Design fifo_param, sky130hd; sources not shown.
Figure 1. Routed metal, one colour a layer.
(2 px per um) Two of the layers only.
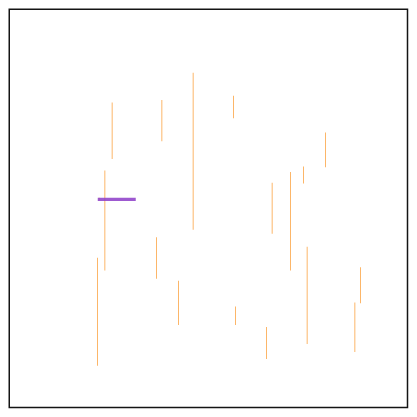
Purple stands for metal 5, wire length 17.5 um. Orange stands for metal 4, wire length 498 um.
wire per inst: 18.9 um
total wire length: 23,100 um
number of vias after detailed routing: 5,548

Figure 2. A small window of the routed layout.
Window x 84 to 114, y 124 to 154 um. Cells in grey, sequential cells in the stronger grey; small squares are vias.
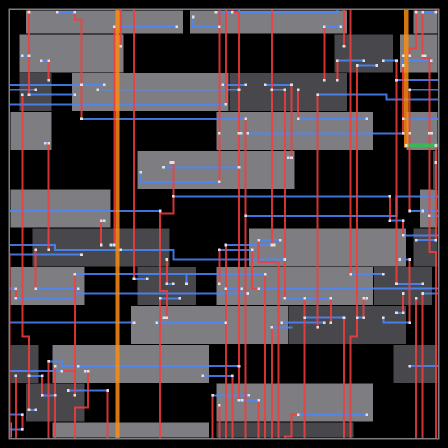
Orange stands for metal 4. Green stands for metal 3. Blue stands for metal 1. Red stands for metal 2.
Sequential cells in the window: 12. Most frequent: edfxtp_1 (11), mux2_2 (4), mux4_2 (2). 20 logic cells have their middle in the window.

Figure 3. Gate families picked out.
(2 px per um)
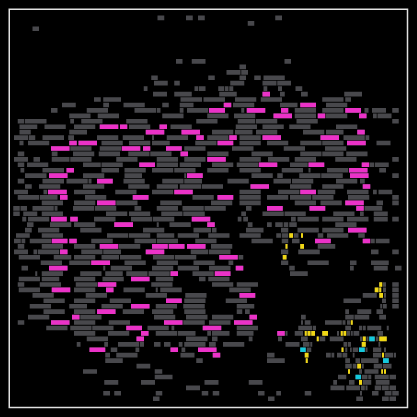
Magenta stands for mux cells, cells 97. Cyan stands for non-inverting ao/oa cells, cells 5, where south-east. Yellow stands for nand cells, cells 29, where south-east.
Finished Layout Cells: 1,223
multi-input gate share of the layout cell area: 19.8%
leading cell type in the layout, fill and taps excluded: edfxtp_1

Figure 4. Signal wires on met1.
(2 px per um) Supply wires on this layer in grey.
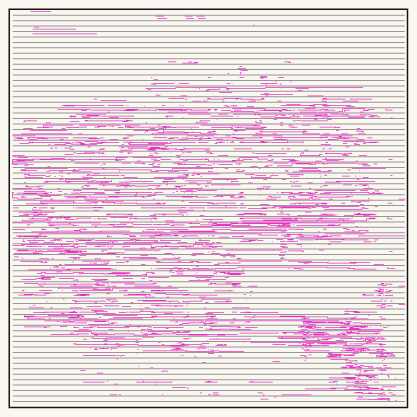
The longest straight run is 62.1 um. The layer holds 44% of the routed length. The wires run mostly horizontal.
GR met1 Demand/Resource: 15.2%

Figure 5. Congestion heat map.
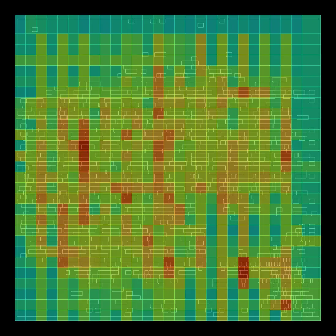
GRT Resource Usage Total: 12.1%
GR Util met2: 20.5%
global routing met3 resource utilization: 2.92%
Layout Utilization: 38.2%
global route hottest layer: met2

==> run summary <==
Observations from the implementation run.

Floorplan:
- The run gives the row count as 71.
- The total area inside the core boundary comes to 37,800 um2.
- The run puts the effective utilization at floorplan at 30.6%.

Cells and area:
- The run gives the number of multi-input logic gates as 227.
- Compared with the post-synthesis result, the final layout area differs by 24.8%.
- The run puts the sequential fraction of total cell area at 59.5%.
- The run puts the final cell area excluding filler cells at 14,400 um2.
- The run gives the number of non-clock inverters in the layout as 9.
- The run puts the non-clock buffer total of the final layout at 98.
- The run gives the final-layout clock-cell area share as 9.54%.
- The register with the most flip-flops in the layout has 256 of them.
- There are 301 flip-flops and latches.

Synth:
- The run gives the number of standard cells reported by yosys as 563.
- Ranked by total cell area, the synthesized netlist is headed by edfxtp_1 (66%), mux4_1 (9.1%), dfxtp_1 (7.8%), mux4_2 (4.7%), mux2_2 (3.2%).
- The run gives the synthesized-area fraction occupied by xor and xnor cells as 0.0757%.
- The run gives the area fraction in mux cells as 17.0%.
- The run puts the share of synthesized area occupied by flip-flops and latches at 74.2%.
- The run gives the combined area of all synthesized cells as 11,600 um2.
- The run gives the fraction of synthesized cell area taken by the top area cell type as 66.4%.
- Looking at the cell usage after synthesis, the top flip-flop cell is edfxtp_1.
- The run puts the chip area estimate from yosys synthesis at 11,600 um2.
- The cell count after synthesis came out at 563.
- The run puts the async set or reset register ratio after synthesis at 0%.
- Warnings reported by Yosys during synthesis add up to 6.
- The run gives the number of nets in the synthesized netlist as 609.
- The run gives the area fraction in and, or, nand and nor cells after synthesis as 4.72%.

Worst setup path:
- The run gives the critical path's top delay family as buffers and inverters.
- The worst setup path is captured at an output pin.
- The run puts the endpoint arrival time on the critical path at 3760 ps.
- The run gives the path type of the worst setup path as in -> out.
- STA classifies the critical path startpoint as an input pin.
- The run gives the depth of the worst register-to-register path as 8.

Placed design:
- According to the dpl log, the detail-placed design has an HPWL of 13,100 um.
- The run gives the final RePlAce weighted congestion as 0.751.
- Port buffering added 83 buffers.
- Before CTS, the worst setup slack after placement is 475 ps.
- The run gives the number of cells in the design after placement as 1,146.

Pwr:
- The run gives the leakage power as 4.69 nW.
- The run gives the power per unit of standard cell area as 476 nW/um2.

Drt:
- The run gives the number of remaining DRC errors as 0.
- The run gives the count of TritonRoute iterations in the first routing pass as 5.
- After the first detailed-routing iteration, the DRC count stood at 235.
- The run puts the met1 wire length at 10,100 um.
- Signal routing reaches up to met5.
- The run gives the detailed route wirelength on metal2 as 11,500 um.
- The run gives the wire length on met3 as 1040 um.

STA:
- The run puts the clock period minus worst slack at 4820 ps.
- The run puts the headroom to the max-slew limit at 27.9%.
- The run gives the transition time at the pin with the least slew margin as 1080 ps.
- The final report lists the setup-violating endpoint count as 0.
- For the final routed database, the setup TNS stands at 0 ps.
- The run puts the highest attainable clock frequency at 208 MHz.
- The worst path meets setup with 481 ps of slack.

Clock network:
- The cell sitting at the root of the clock tree is a clkbuf_16.
- The run gives the total of cells resized after clock tree synthesis as 0.
- TritonCTS created 42 clock buffers.
- Per the CTS log, the maximum H-tree level is 2.
- The later pin in the worst-skew pair is clocked with a latency of 530 ps.

Global routing:
- The run gives the remaining global-route overflow as 0.
- The number of global-route vias before repair came to 5,837.

Min path:
- In this run the worst hold path is classified as reg -> reg.

Run status:
- The flow ran to the end, and the final reports show no timing, DRC or antenna violations.
## tightest hold or removal path: stages (launching register included)
cell,delay (ps)
dfxtp_1,350
inv_1,80
or4_1,100
nand4_1,70
## synth_stat cells (2+ instances only)
cell type	count
a21oi_1	7
and2_1	33
buf_1	5
buf_2	8
buf_6	7
clkbuf_1	6
dfxtp_1	45
edfxtp_1	256
ha_1	9
inv_1	8
mux2_2	33
mux4_1	40
mux4_2	24
nand2_1	13
nand2b_1	7
nand3_1	5
nand4_1	2
nor2_1	17
nor2b_1	4
nor3_1	3
nor3b_1	3
o21ai_0	6
o31a_1	2
or3_1	3
or3b_1	2
## power by group
part           switching [W]  internal, W
Clock                0.00108      0.00163
Sequential          0.000170      0.00274
Combinational       0.000619     0.000641
Total                0.00187      0.00500
Power and IR drop assume default switching activity.
